$ cat src/rtl/sevenseg_scan_driver.sv
// Four-digit multiplexed 7-segment driver: prescaled digit scan, per-frame input snapshot,
// registered active-low outputs. Define SEVSEG_LZ_BLANK_EN to blank leading zeros.
module sevenseg_scan_driver #(
  parameter int REFRESH_BITS = 13
) (
  input  logic       clk,
  input  logic       reset,
  input  logic [3:0] bcd0,
  input  logic [3:0] bcd1,
  input  logic [3:0] bcd2,
  input  logic [3:0] bcd3,
  input  logic       enable,
  output logic [3:0] DIGIT,
  output logic [6:0] DISPLAY,
  output logic       frame_tick
);

  typedef enum logic [1:0] {S0, S1, S2, S3} scan_state_t;

  localparam logic [REFRESH_BITS-1:0] PRESC_ONE = REFRESH_BITS'(1);

  logic [REFRESH_BITS-1:0] r_presc;
  scan_state_t             r_state;
  scan_state_t             w_state_nxt;
  logic                    w_tick;
  logic                    w_snap;
  logic [3:0]              r_sh0, r_sh1, r_sh2, r_sh3;
  logic                    r_sh_en;
  logic                    r_frame_tick;
  logic [3:0]              r_digit;
  logic [6:0]              r_display;
  logic [3:0]              w_val;
  logic [3:0]              w_digit;
  logic [6:0]              w_seg;
  logic                    w_blank;

  assign w_tick     = &r_presc;
  assign w_snap     = w_tick && (r_state == S3);
  assign DIGIT      = r_digit;
  assign DISPLAY    = r_display;
  assign frame_tick = r_frame_tick;

  always_ff @(posedge clk or posedge reset) begin
    if (reset) r_presc <= '0;
    else       r_presc <= r_presc + PRESC_ONE;
  end

  // Reset parks the scan in S3 so the first tick both enters S0 and takes a snapshot.
  always_ff @(posedge clk or posedge reset) begin
    if (reset) r_state <= S3;
    else       r_state <= w_state_nxt;
  end

  always_comb begin
    w_state_nxt = r_state;
    if (w_tick) begin
      case (r_state)
        S0:      w_state_nxt = S1;
        S1:      w_state_nxt = S2;
        S2:      w_state_nxt = S3;
        default: w_state_nxt = S0;
      endcase
    end
  end

  always_ff @(posedge clk or posedge reset) begin
    if (reset) begin
      r_sh0        <= '0;
      r_sh1        <= '0;
      r_sh2        <= '0;
      r_sh3        <= '0;
      r_sh_en      <= 1'b0;
      r_frame_tick <= 1'b0;
    end else begin
      r_frame_tick <= w_snap;
      if (w_snap) begin
        r_sh0   <= bcd0;
        r_sh1   <= bcd1;
        r_sh2   <= bcd2;
        r_sh3   <= bcd3;
        r_sh_en <= enable;
      end
    end
  end

  always_comb begin
    w_val   = r_sh0;
    w_digit = 4'b1110;
    case (r_state)
      S0:      begin w_val = r_sh0; w_digit = 4'b1110; end
      S1:      begin w_val = r_sh1; w_digit = 4'b1101; end
      S2:      begin w_val = r_sh2; w_digit = 4'b1011; end
      default: begin w_val = r_sh3; w_digit = 4'b0111; end
    endcase

    case (w_val)
      4'd0:    w_seg = 7'b0000001;
      4'd1:    w_seg = 7'b1001111;
      4'd2:    w_seg = 7'b0010010;
      4'd3:    w_seg = 7'b0000110;
      4'd4:    w_seg = 7'b1001100;
      4'd5:    w_seg = 7'b0100100;
      4'd6:    w_seg = 7'b0100000;
      4'd7:    w_seg = 7'b0001111;
      4'd8:    w_seg = 7'b0000000;
      4'd9:    w_seg = 7'b0000100;
      default: w_seg = 7'b1111110;
    endcase

    w_blank = !r_sh_en;
`ifdef SEVSEG_LZ_BLANK_EN
    // Leading zeros are judged on the snapshot, never on the live inputs.
    case (r_state)
      S3:      w_blank = w_blank || (r_sh3 == 4'd0);
      S2:      w_blank = w_blank || (r_sh3 == 4'd0 && r_sh2 == 4'd0);
      S1:      w_blank = w_blank || (r_sh3 == 4'd0 && r_sh2 == 4'd0 && r_sh1 == 4'd0);
      default: w_blank = w_blank;
    endcase
`endif
  end

  always_ff @(posedge clk or posedge reset) begin
    if (reset) begin
      r_digit   <= 4'b1111;
      r_display <= 7'b1111111;
    end else if (w_blank) begin
      r_digit   <= 4'b1111;
      r_display <= 7'b1111111;
    end else begin
      r_digit   <= w_digit;
      r_display <= w_seg;
    end
  end

endmodule

$ cat config.mk
export PLATFORM = sky130hd
export DESIGN_NAME = sevenseg_scan_driver
export DESIGN_NICKNAME = d
export VERILOG_FILES = /design/src/rtl/sevenseg_scan_driver.sv
export SDC_FILE = /design/constraint.sdc
export NUM_CORES = 1
export LEC_CHECK = 0
export CAP_MARGIN = 30
export CORE_MARGIN = 2
export CORE_UTILIZATION = 56
export CTS_CLUSTER_SIZE = 12
export DETAILED_ROUTE_END_ITERATION = 12
export DONT_BUFFER_PORTS = 1
export PLACE_DENSITY_LB_ADDON = 0.05
export SLEW_MARGIN = 20
export SYNTH_ARGS = -nofsm -noshare
export SYNTH_HDL_FRONTEND = slang
export SYNTH_SLANG_ARGS = --single-unit
$ cat constraint.sdc
create_clock -name clk -period 4.8 [get_ports clk]
set_input_delay 1.2 -clock clk [delete_from_list [all_inputs] [get_ports clk]]
set_output_delay 1.2 -clock clk [all_outputs]
set_load 0.02 [all_outputs]
==> run_1/met1.png <==
The bar under the picture is 20 microns long. Supply wires on this layer in gray.
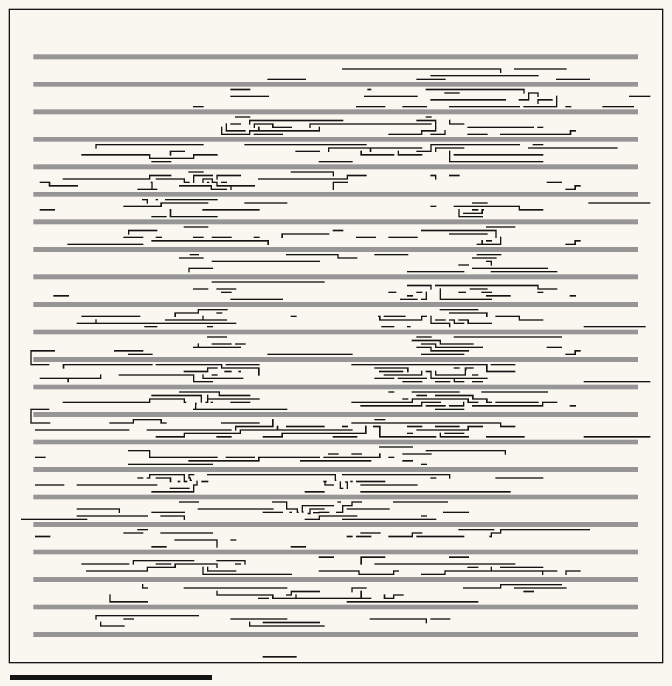
The wires run mostly horizontal. The longest straight run is 15.6 microns. 157 nets have wire on it. The layer carries 1510 microns of wire.
met1 usage: 0.244
via count: 1158
final wirelength: 3.20 mm

==> run_1/met2.png <==
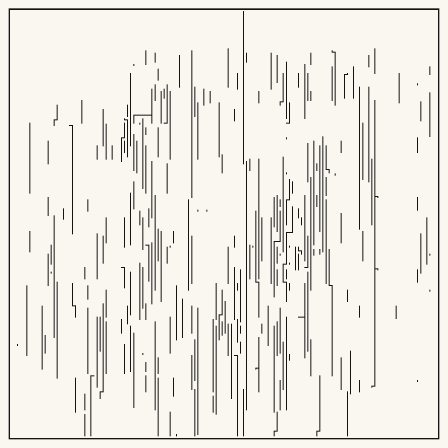
157 nets have wire on it. The wires run mostly vertical. The layer holds 45% of the routed length. The layer carries 1440 microns of wire.

==> run_1/met3.png <==
The bar under the picture is 20 microns long. Cells faint in the background.
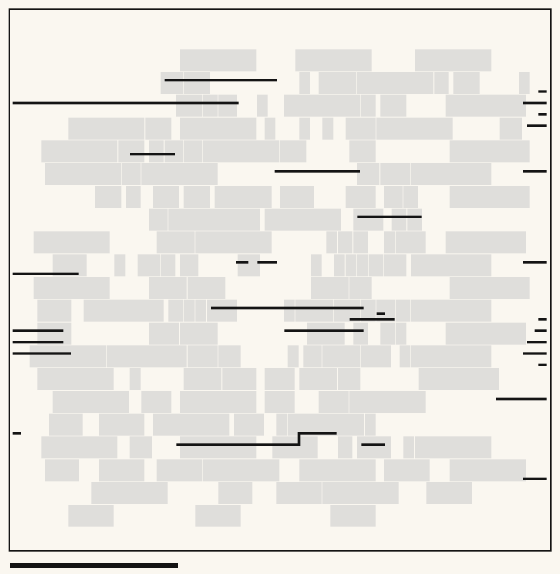
The longest straight run is 26.7 microns. 26 nets have wire on it. The wires run mostly horizontal. The layer carries 174 microns of wire.

==> run_1/final_clocks.png <==
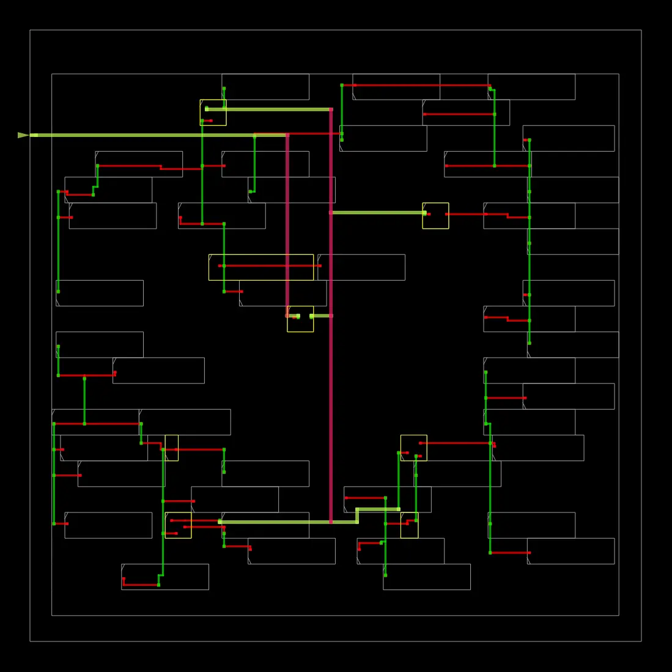
worst skew pair latency: 350 ps
skew final: 9.82 ps
flip-flops: 44
Num CTS Buffers: 5

==> qor.yml, run 1 <==
area_leaders: "dfrtp_1, dfstp_2, ha_1"
power.share.clock: 0.368
warnings: 34
rr_startpoint: "r_state[0]"
seqPwrFrac: 0.620
post-cts-setup-buffer-count: 0
clock-sinks: 44
setup_tns_ps: 0
reg2regPathDepth: 6
die_h_microns: 64.5
worst-path-max-fanout: 9
mux_share: 0.155
synthSimpleGateAreaFrac: 0.0867
num_antenna_cells: 0
finalPower_uw: 598
topCombFamilyByArea: "multiplexers"
cp.arrival_ps: 2660
fmaxAchievable_ghz: 0.420
min_path_cells: 1
fp_util: 0.600
preCtsSetupSlack_ps: 2320
r2r_slack_ps: 2420
min_period_over_period: 0.496
cts-root-buf: "clkbuf_4"
syn_area_sq_mm: 0.00205
dpl.hpwl_mm: 2.28
fp.coreArea_sq_mm: 0.00342
clockBufferDepth: 2
synth_flops: 44
fin_nets: 191
h-tree-depth: 2
grt_max_degree: 45
slew_headroom: 0.599
dieArea_sq_mm: 0.00416
final-setup-viol-count: 0
grt_pass1_wl_mm: 5.63
ys.warnings.count: 0
hold_viol: 0
async_flop_share: 1.00
common_cells: "dfrtp_1, dfstp_2, inv_1"
finalMaxSlewViolations: 0
cp.required_ps: 5080
track_usage: 0.183
r2r_end: "DISPLAY[2]"
overflow: 0
ioPinCount: 31
yosysUniqueCellTypes: 31
syn_avg_cell_area_sq_um: 13.1
port_buffers: 0
status: "completed"
end_kind: "flop"
ff_type: "dfrtp_1"
top_area_cell: "dfrtp_1"
leakagePower_nw: 1.02
synth_cells: 156
first_pass_iters: 4
postRouteAntennaNets: 0
cts_resized: 0
worst_pin_slew_ps: 584
synth_seq_share: 0.546
swShare: 0.196
rsz0062_at_grt: "false"
antenna_found_initial: 0
first_global_vias: 1177
area_growth_pct: 5.74
peakVddDrop_mv: 0.188
path_class: "reg2reg"
syn_nets: 186
combPwrFrac: 0.012
yosys.area_share.xor_xnor: 0.0470
==> run 1: area by class of cell <==
cell class,count,area [sq um],area share
clock buffer,6,41.3,0.0191
clock inverter,2,35.0,0.0162
inverter,12,45.0,0.0208
multi-input combinational,96,847,0.391
sequential,44,1120,0.516
tap,46,57.6,0.0266
timing repair buffer,2,22.5,0.0104
==> run 1: worst max-delay path by stage <==
stage | start | endpoint | slack [ps] | depth (start not counted)
floorplan | reset | frame_tick | 2590 | 1
global placement | r_presc[0] | r_sh0[2] | 2430 | 5
detailed placement | r_presc[0] | r_sh0[0] | 2320 | 5
CTS | r_presc[0] | r_sh0[0] | 2290 | 5
global route | r_state[0] | DISPLAY[2] | 2240 | 6
finish | r_state[0] | DISPLAY[2] | 2420 | 6
==> run 1: flip-flops by register name, summed over array words and instances (netlist names) <==
| signal | flops |
|---|---|
| DIGIT | 4 |
| r_presc | 13 |
| r_sh3 | 4 |
| DISPLAY | 7 |
| r_sh_en | 1 |
| r_sh2 | 4 |
| r_sh0 | 4 |
| r_sh1 | 4 |
| frame_tick | 1 |
| r_state | 2 |
==> run 1: cell families after synthesis <==
group	count (synthesis)
compound gates	18
xor+xnor	11
fa+ha+maj	11
buf+inv	16
flops	44
mux	26
simple gates	30
==> run 1: metrics by stage <==
stage                util  instances  hold slack [ps]  area [sq um]
floorplan               -        156              438          2050
global placement    0.607        199              452          2070
detailed placement  0.607        199              455          2070
CTS                 0.630        207              476          2150
global route        0.634        208              502          2170
finish              0.634        208              472          2170
==> run 1: power by group through the flow <==
stage	registers [mW]	clock network, mW	logic [mW]
floorplan	0.378	0	0.00558
global placement	0.378	0	0.00760
detailed placement	0.378	0	0.00802
CTS	0.371	0.230	0.00807
global route	0.371	0.246	0.00905
finish	0.371	0.220	0.00734
==> run 1: per-layer routing <==
metal / wire [microns] / vias up / global-route usage / share of wire
met5: 0 / - / 0 / 0
met4: 78 / 0 / 0.0878 / 0.024
met2: 1440 / 37 / 0.268 / 0.45
met3: 173 / 8 / 0.0608 / 0.054
met1: 1510 / 561 / 0.244 / 0.47
li1: - / 552 / - / -
==> run 1: layout by cell type (no fill, tap or decap), types with 2 or more instances in the layout <==
master    count
a222oi_1      4
xnor2_1       7
xor2_1        4
and3_1        4
mux2_4        9
clkbuf_4      5
mux2_2        9
inv_1        12
nor2_1        4
mux2i_1       8
a21oi_1       6
nand3_1       6
nand4_1       2
o21ai_0       5
nand2_1       6
ha_1         11
dfstp_2      13
dfrtp_1      31
==> run 1: critical path, stage by stage, from the launching register on <==
cell      delay (ps)
dfstp_2          580
ha_1             410
mux2i_1          580
ha_1             280
a21oi_1           50
a221oi_1         270
o21ai_0          140
==> run_1/gate_families.png <==
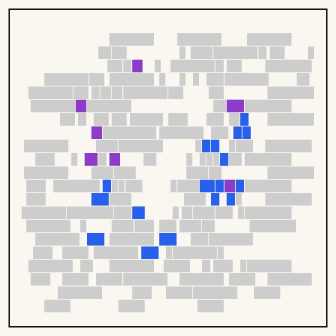

==> inputs of run 2 (changes only) <==
==> constraint.sdc (replaced) <==
create_clock -name clk -period 2.05 [get_ports clk]
set_input_delay 0.5125 -clock clk [delete_from_list [all_inputs] [get_ports clk]]
set_output_delay 0.5125 -clock clk [all_outputs]
set_load 0.02 [all_outputs]
==> run_2/gate_families.png <==
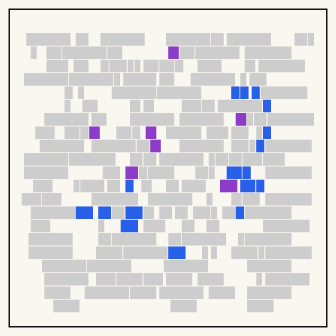
AND and OR gates: drawn in purple, cells 7, most used and3_1. inverting AOI/OAI gates: drawn in blue, cells 17, most used a21oi_1.

==> run_2/met2.png <==
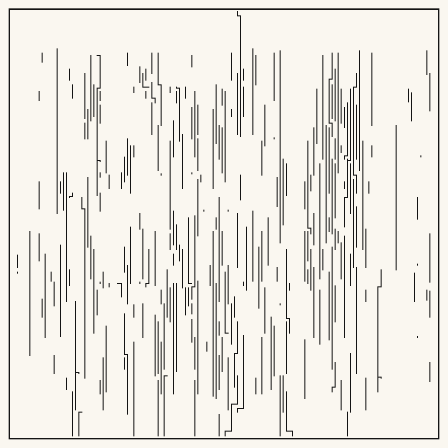
175 nets have wire on it. The wires run mostly vertical. The layer carries 1730 microns of wire. The layer holds 49% of the routed length.
via count: 1198
met2 Use GR: 0.303

==> run 2 against run 1 <==
The run now ends with negative setup slack left. Setup slack got worse by 2400 ps. Register-to-register slack got worse by 2400 ps. Cell count increased by 7.2%. Clock power increased by 91%. First-iteration DRC count increased by 48%. Routed wire length increased by 10%. Design area increased by 9.6%. Clock skew decreased by 2.4 ps. Sequential power increased by 130%. Largest power group unchanged.
==> qor.yml, run 2 <==
ioPinCount: 31
preCtsSetupSlack_ps: -142
path_class: "reg2reg"
wl_mm: 3.52
cts_made_buffers: 5
syn_area_sq_mm: 0.00205
largest_register_ffs: 13
r2r_end: "DISPLAY[2]"
rsz0062_at_grt: "true"
num_antenna_cells: 0
final-setup-viol-count: 5
instances_no_fill: 223
area_growth_pct: 15.9
critPathMostFrequentCell: "ha_4"
dpl.hpwl_mm: 2.50
grt_pass1_wl_mm: 6.12
grt_max_degree: 45
rr_startpoint: "r_state[1]"
overflow: 0
fin_util: 0.695
mostFrequentLayoutCells: "dfrtp_1, buf_4, dfstp_2"
hold_viol: 0
warnings: 36
path_cells: "inv_4, ha_4, a222oi_1, mux2i_1, inv_1, ha_4, a21oi_2, a221oi_1, o21ai_1"
common_cells: "dfrtp_1, dfstp_2, inv_1"
fp.coreArea_sq_mm: 0.00342
fin_nets: 206
min_period_over_period: 1.01
ff_type: "dfrtp_1"
cts-root-buf: "clkbuf_4"
syn_nets: 186
finalPower_mw: 1.31
port_buffers: 0
fin_ws_ps: -12.2
syn_avg_cell_area_sq_um: 13.1
crit_family: "AND-OR/OR-AND gates"
wl_met1_mm: 1.56
dieArea_sq_mm: 0.00416
status: "finished, violations left"
finalMaxSlewViolations: 0
die_h_microns: 64.5
violations: "negative setup slack"
first_global_vias: 1329
place_area_sq_mm: 0.00219
largest_register: "r_presc"
mostFrequentLayoutCell: "dfrtp_1"
area_leaders: "dfrtp_1, dfstp_2, ha_1"
clockBufferDepth: 2
critPathMaxStageDelay_ps: 580
worst-path-max-fanout: 4
==> run_2/met1.png <==
The bar under the picture is 20 microns long. Supply wires on this layer in gray.
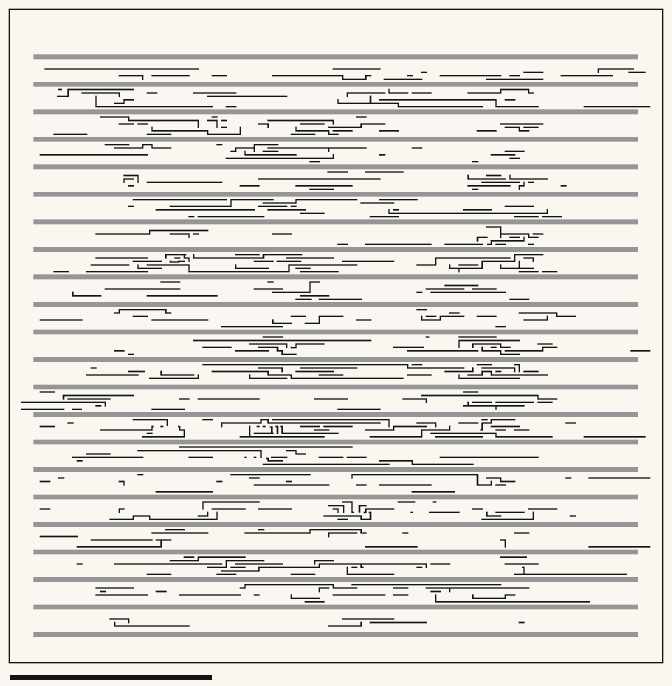
The wires run mostly horizontal. The layer holds 44% of the routed length. The layer carries 1560 microns of wire.

run 2: worst max-delay path by stage:
stage / start / endpoint / slack [ps] / cells after the start
floorplan: r_state[1] / DISPLAY[2] / 20 / 9
global placement: r_state[0] / DISPLAY[1] / 10 / 7
detailed placement: r_state[1] / DISPLAY[2] / -140 / 8
CTS: r_state[1] / DISPLAY[5] / -20 / 8
global route: r_state[1] / DISPLAY[6] / -170 / 8
finish: r_state[1] / DISPLAY[2] / -10 / 9
run 2: cells by family (layout without fill, tap and decap cells):
family          Yosys count  count (layout)  share of synthesized area
flops                    44              44                      0.546
simple gates             30              30                     0.0867
mux                      26              26                      0.155
compound gates           18              18                     0.0580
buf+inv                  16              37                     0.0409
fa+ha+maj                11              11                     0.0672
xor+xnor                 11              11                     0.0470
run 2: power by group:
group	leakage, nW	internal [mW]	switching (mW)
logic	0.510	0.00198	0.0153
clock network	0.0326	0.169	0.251
registers	0.555	0.869	0
total	1.10	1.04	0.266
run 2: repair_timing:
| action | 4_1_cts | 5_1_grt |
|---|---|---|
| setup endpoints to repair | 7 | 7 |
| gates resized | 17 | 13 |
| buffers inserted | 2 | 1 |
| pin swaps | 3 | 6 |
run 2: layout make-up:
type | count | area (sq um) | share of cell area
Multi-Input combinational cell | 96 | 947 | 0.399
Clock buffer | 8 | 58.8 | 0.0248
Tap cell | 46 | 57.6 | 0.0242
Timing Repair Buffer | 17 | 144 | 0.0606
Sequential cell | 44 | 1120 | 0.470
Inverter | 12 | 50.0 | 0.0211
run 2: metrics by stage:
| stage | hold WS, ps | TNS, ps |
|---|---|---|
| 2_1_floorplan | 438 | 0 |
| 3_3_place_gp | 452 | 0 |
| 3_5_place_dp | 455 | -490 |
| 4_1_cts | 174 | -45.8 |
| 5_1_grt | 191 | -900 |
| 6_report | 168 | -32.5 |
run 2: metal layers:
| layer | vias to the layer above | global-route usage |
|---|---|---|
| li1 | 580 | - |
| met1 | 577 | 0.256 |
| met2 | 35 | 0.303 |
| met3 | 6 | 0.0625 |
| met4 | 0 | 0.0824 |
| met5 | - | 0 |
run 2: worst reg2reg max path, stage by stage, from the launching register on:
cell and delay, ps:
dfstp_2 580, inv_4 60, ha_4 160, a222oi_1 370
mux2i_1 150, inv_1 140, ha_4 160, a21oi_2 30
a221oi_1 250, o21ai_1 90
Power and IR drop assume default switching activity.
